Fig. 1: where the registers sit
Bar = 20 µm.
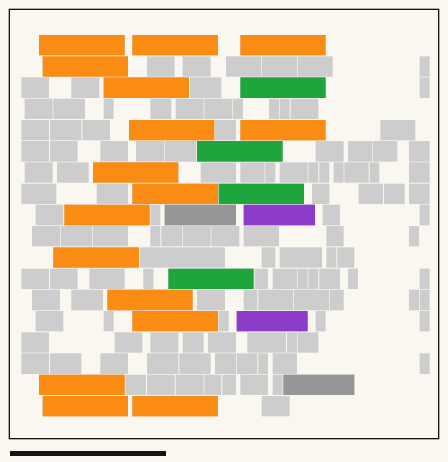
Fig. 2: PDN straps and rails
Bar = 20 µm. Pins as bars on the die edge. Tap cells in gray.
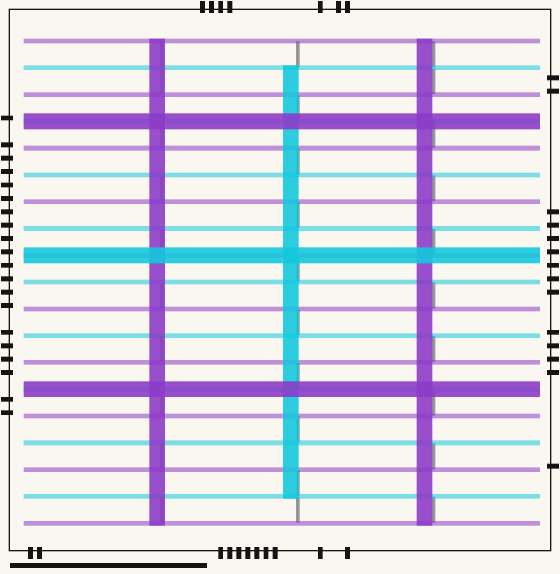
Fig. 3: cell area per tile
Bar = 20 µm. 11 x 11 tiles, from white (low) to dark blue (high), 0 to 100% covered.
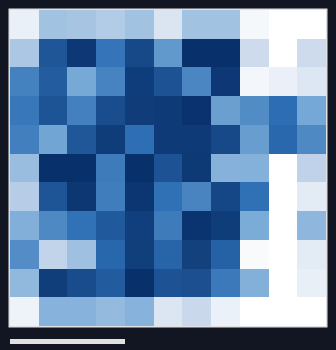
Fig. 4: cell placement
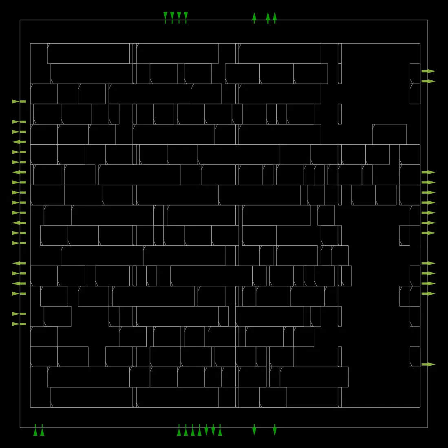
## config.mk

```make
export PLATFORM = sky130hd
export DESIGN_NAME = reg_writeback
export DESIGN_NICKNAME = d
export VERILOG_FILES = /design/src/rtl/reg_writeback.sv
export SDC_FILE = /design/constraint.sdc
export NUM_CORES = 1
export LEC_CHECK = 0
export ABC_CLOCK_PERIOD_IN_PS = 2930
export CORE_MARGIN = 1
export CORE_UTILIZATION = 46
export DETAILED_ROUTE_END_ITERATION = 10
export HOLD_SLACK_MARGIN = 0.03
export PLACE_DENSITY = 0.85
export SLEW_MARGIN = 25
export SYNTH_ARGS = -nofsm -noshare
export SYNTH_HDL_FRONTEND = slang
export SYNTH_SLANG_ARGS = --single-unit
```

## constraint.sdc

```tcl
create_clock -name clk -period 2.93 [get_ports clk]
set_clock_uncertainty 0.15 [all_clocks]
set_input_delay 0.4395 -clock clk [delete_from_list [all_inputs] [get_ports clk]]
set_output_delay 0.4395 -clock clk [all_outputs]
set_load 0.05 [all_outputs]
```

## src/rtl/reg_writeback.sv

```systemverilog
// Register-bank writeback queue: merges ALU and load results into one write port, mem has priority.
// Optional forwarding of queued results is compiled in with REG_WRITEBACK_FORWARD_EN.
module reg_writeback #(
  parameter int BITS     = 8,
  parameter int REG_SIZE = 4,
  parameter int DEPTH    = 2,
  localparam int AW      = $clog2(REG_SIZE)
) (
  input  logic                clk,
  input  logic                rst_n,
  input  logic                alu_valid,
  input  logic [AW-1:0]       alu_addr,
  input  logic [BITS-1:0]     alu_data,
  output logic                alu_ready,
  input  logic                mem_valid,
  input  logic [AW-1:0]       mem_addr,
  input  logic [BITS-1:0]     mem_data,
  output logic                mem_ready,
  output logic                write_enable,
  output logic [AW-1:0]       write_address,
  output logic [BITS-1:0]     write_data,
  output logic [REG_SIZE-1:0] pending,
  input  logic [AW-1:0]       fwd_addr,
  output logic                fwd_hit,
  output logic [BITS-1:0]     fwd_data
);

  localparam int PW = $clog2(DEPTH);
  localparam int CW = $clog2(DEPTH + 1);

  logic [AW-1:0]   q_addr [DEPTH];
  logic [BITS-1:0] q_data [DEPTH];
  logic [PW-1:0]   rd_ptr, wr_ptr;
  logic [CW-1:0]   count;
  logic            empty, full, push, pop, push_mem, push_alu;
  logic [AW-1:0]   push_addr;
  logic [BITS-1:0] push_data;

  assign empty = (count == '0);
  assign full  = (count == CW'(DEPTH));

  // Readies are gated by reset so nothing is accepted while rst_n is low.
  assign mem_ready = rst_n && !full;
  assign alu_ready = rst_n && !full && !mem_valid;

  assign push_mem  = mem_valid && mem_ready;
  assign push_alu  = alu_valid && alu_ready;
  assign push      = push_mem || push_alu;
  assign pop       = !empty;
  assign push_addr = push_mem ? mem_addr : alu_addr;
  assign push_data = push_mem ? mem_data : alu_data;

  always_ff @(posedge clk or negedge rst_n) begin
    if (!rst_n) begin
      rd_ptr <= '0;
      wr_ptr <= '0;
      count  <= '0;
    end else begin
      if (push) wr_ptr <= wr_ptr + 1'b1;
      if (pop)  rd_ptr <= rd_ptr + 1'b1;
      case ({push, pop})
        2'b10:   count <= count + 1'b1;
        2'b01:   count <= count - 1'b1;
        default: count <= count;
      endcase
    end
  end

  always_ff @(posedge clk) begin
    if (push) begin
      q_addr[wr_ptr] <= push_addr;
      q_data[wr_ptr] <= push_data;
    end
  end

  assign write_enable  = !empty;
  assign write_address = empty ? '0 : q_addr[rd_ptr];
  assign write_data    = empty ? '0 : q_data[rd_ptr];

  always_comb begin
    pending = '0;
    for (int k = 0; k < DEPTH; k++) begin
      if (CW'(k) < count) pending[q_addr[rd_ptr + PW'(k)]] = 1'b1;
    end
  end

`ifdef REG_WRITEBACK_FORWARD_EN
  // Scan oldest to youngest so the last match wins.
  always_comb begin
    fwd_hit  = 1'b0;
    fwd_data = '0;
    for (int k = 0; k < DEPTH; k++) begin
      if (CW'(k) < count && q_addr[rd_ptr + PW'(k)] == fwd_addr) begin
        fwd_hit  = 1'b1;
        fwd_data = q_data[rd_ptr + PW'(k)];
      end
    end
  end
`else
  logic fwd_unused;
  assign fwd_unused = ^fwd_addr;
  assign fwd_hit    = 1'b0;
  assign fwd_data   = '0;
`endif

endmodule

```

==> impl_metrics.py <==
# Synthesis and PnR figures
metrics = {
    "setup_path": {
        "cp.required_ns": 2.34,
        "cp_max_fo": 9,
        "slowest_delay_ns": 0.81,
        "cp-end-kind": "primary output",
        "cp_slowest_cell": "clkdlybuf4s50_1",
        "crit_arrival_ns": 2.18,
        "critical_path_buf_inv_count": 2,
        "crit_chain": "buf_4 -> mux2i_1 -> nor2_1 -> clkdlybuf4s50_1",
        "cp-start-kind": "flop",
        "crit_family": "buffers and inverters",
        "worstSetupPathType": "reg -> out",
    },
    "die": {
        "chip_area_mm2": 0.00301,
        "boundaryPins": 52,
        "std_cell_rows": 18,
    },
    "cells_and_area": {
        "stdcell_area_mm2": 0.00175,
        "clk_share_pct": 3.00,
        "lay_top_count": "clkdlybuf4s50_1",
        "largest_class": "registers",
        "buffer_area_share_pct": 24.4,
        "comb_share_pct": 28.9,
        "antenna_cells": 0,
        "mostFrequentLayoutCells": "clkdlybuf4s50_1 (26), edfxtp_1 (20), nor2_1 (13), mux2i_1 (10), mux2_1 (10)",
        "n_all_inverters": 7,
        "signal_buffers": 43,
        "layout-drive-gt1-share_pct": 12.3,
        "nClkBuffers": 3,
        "logic_gates": 68,
        "logic_area_um2": 505,
        "fin_nets": 177,
        "area_delta_synth_final_pct": 36.4,
        "fill_cells": 192,
    },
    "clock_network": {
        "cts.sinks": 24,
        "worstSkewPairLatency_ns": 0.33,
        "postCtsSetupBuffers": 0,
        "clockRootBuffer": "clkbuf_4",
        "cts-buffers-inserted": 3,
        "cts_hold_buf": 0,
        "cts_htree_levels": 1,
        "cts_tree": "done",
        "clockBufferDepth": 2,
        "cts.clk_slew.worst_paths_ns": 0.14,
        "post_cts_resized": 0,
    },
    "pwr": {
        "leakagePower_nw": 0.797,
        "powerDensity_mw_per_mm2": 1120,
    },
    "logic_synthesis": {
        "synthMostInstantiatedCell": "edfxtp_1",
        "synth_xor_xnor_area_share_pct": 2.05,
        "synthTopLogicFamily": "multiplexers",
        "yosys_most_used_dff": "edfxtp_1",
        "yosysChipArea_mm2": 0.00128,
        "synth_cell_type_count": 26,
        "edf_count": 20,
        "synthesis.area_mm2": 0.00128,
        "synth.area.top_cells": "edfxtp_1 (47%), mux2_1 (8.8%), dfrtp_1 (7.8%)",
        "synth-compound-area-share_pct": 4.78,
        "synth_warnings": 0,
        "syn_area_per_cell_um2": 12.5,
        "ys_cells": 103,
        "async_flop_share_pct": 16.7,
        "syn_inst": 103,
        "mux_share_pct": 16.6,
        "synth-simple-area-share_pct": 9.26,
        "yosys.area.top_type": "edfxtp_1",
        "top_cells_by_count": "edfxtp_1 (20), nor2_1 (13), buf_4 (10), mux2_1 (10), mux2i_1 (10)",
        "ys.flops": 24,
        "ys_seq_share_pct": 54.6,
        "adder_share_pct": 3.90,
        "synth_top_area_share_pct": 46.8,
    },
    "placement": {
        "place.gp.congestion": 0.742,
        "placed_cell_area_mm2": 0.00168,
        "portBuffers": 40,
        "dp_hpwl_um": 1780,
    },
    "drt": {
        "wl_um": 2540,
        "wl_per_cell_um": 14.4,
        "drc": 0,
        "drtIter0Drc": 9,
        "drt.antenna.violating_nets": 0,
        "vias": 902,
        "routed_via_density": 5.13,
        "drtPass1Iterations": 4,
    },
    "global_route": {
        "grt_pass1_vias": 945,
        "top_usage_layer": "met2",
        "grt_util_met2_pct": 35.9,
        "antenna_found_initial": 0,
        "grtUsageMet3_pct": 2.78,
        "grt_usage_pct": 20.7,
        "grt_pass1_wl_um": 4250,
        "grt_max_degree": 15,
        "use_met1_pct": 24.9,
        "grt-ovfl-total": 0,
    },
    "timing": {
        "maxSlewViolCount": 0,
        "worst_pin_slew_ns": 0.541,
        "slew_headroom_pct": 63.9,
        "min_period_ns": 2.77,
        "fmax_mhz": 361,
        "setup_tns_ns": 0,
        "hold_violations": 0,
        "rsz0062_at_grt": "no",
        "timing.final.crit_share_pct": 94.6,
        "setup_viol": 0,
    },
    "worst_hold_path": {
        "hp-class": "in -> async",
    },
    "run": {
        "drv_cap": 0,
        "tool_warnings": 30,
    },
    "run_status": {
        "status": "complete, no violations",
    },
}
## Picture notes: Fig. 1
legend:
  `count`:
    color: purple
    sequential_cells: 2
  `q_data`:
    color: orange
    sequential_cells: 16
  `q_addr`:
    color: green
    sequential_cells: 4
not colored: 2
fraction of area in registers: 40.0%
register area: 701 µm²
Finished Core Util: 68.2%

## Picture notes: Fig. 2
legend:
  VDD:
    color: cyan
  VSS:
    color: purple
met5 straps: 3
tap cells: 30
met1 rails: 19
die x size: 54.8 µm
Worst VDD drop: 0.810 mV

## Picture notes: Fig. 3
fullest tile: 100%
nearly empty tiles: 9.1%
emptiest ninth of the die: south-east
tiles over 75% full: 38%
mean over tiles: 57%
densest ninth of the die: center
fp_density: 50.0%
Core ar.: 0.00257 mm²

## Picture notes: Fig. 4
tapcell count: 30
fin cells: 176

## sequential cells by signal, indices dropped and copies added (netlist names)
register,cells
count,2
q_addr,4
q_data,16
rd_ptr,1
wr_ptr,1
## worst register-to-register path: stages (launching register included)
cell and delay (ns):
dfrtp_1 0.45, ha_1 0.25, nor2b_4 0.18, o21ai_1 0.16, ha_1 0.35, nor3_1 0.15
a21oi_1 0.05
## metrics by stage
step,instances,setup slack (ns),util [%],total power [mW],hold slack [ns]
5_1_grt,176,0.0250,68.2,2.07,0.169
3_3_place_gp,172,0.486,65.3,1.69,0.331
2_1_floorplan,111,0.254,-,1.39,-0.00609
4_1_cts,176,0.0336,67.3,1.97,0.161
6_report,176,0.158,68.2,1.96,0.154
3_5_place_dp,172,0.449,65.3,1.72,0.346
## layer usage
| metal | wire [µm] | up-vias |
|---|---|---|
| li1 | - | 430 |
| met1 | 1070 | 428 |
| met2 | 1290 | 39 |
| met3 | 122 | 5 |
| met4 | 52 | 0 |
| met5 | 0 | - |
## final timing paths
path,start,to,slack (ns),cells past startpoint
min reg2reg,wr_ptr$_DFFE_PN0N_,wr_ptr$_DFFE_PN0N_,0.36,1
max,rd_ptr$_DFFE_PN0N_,write_data[0],0.16,4
max in group asynchronous,rst_n,wr_ptr$_DFFE_PN0N_,2.28,1
min,rst_n,count[1]$_DFFE_PN0P_,0.15,1
min in group clk,wr_ptr$_DFFE_PN0N_,wr_ptr$_DFFE_PN0N_,0.36,1
max reg2reg,count[1]$_DFFE_PN0P_,count[0]$_DFFE_PN0P_,1.09,6
## where the power goes
| group | internal, mW | total, mW | switching (mW) |
|---|---|---|---|
| combinational | 0.409 | 1.18 | 0.771 |
| clock | 0.139 | 0.244 | 0.106 |
| sequential | 0.469 | 0.534 | 0.0646 |
| total | 1.02 | 1.96 | 0.941 |
Power and IR drop assume default switching activity.
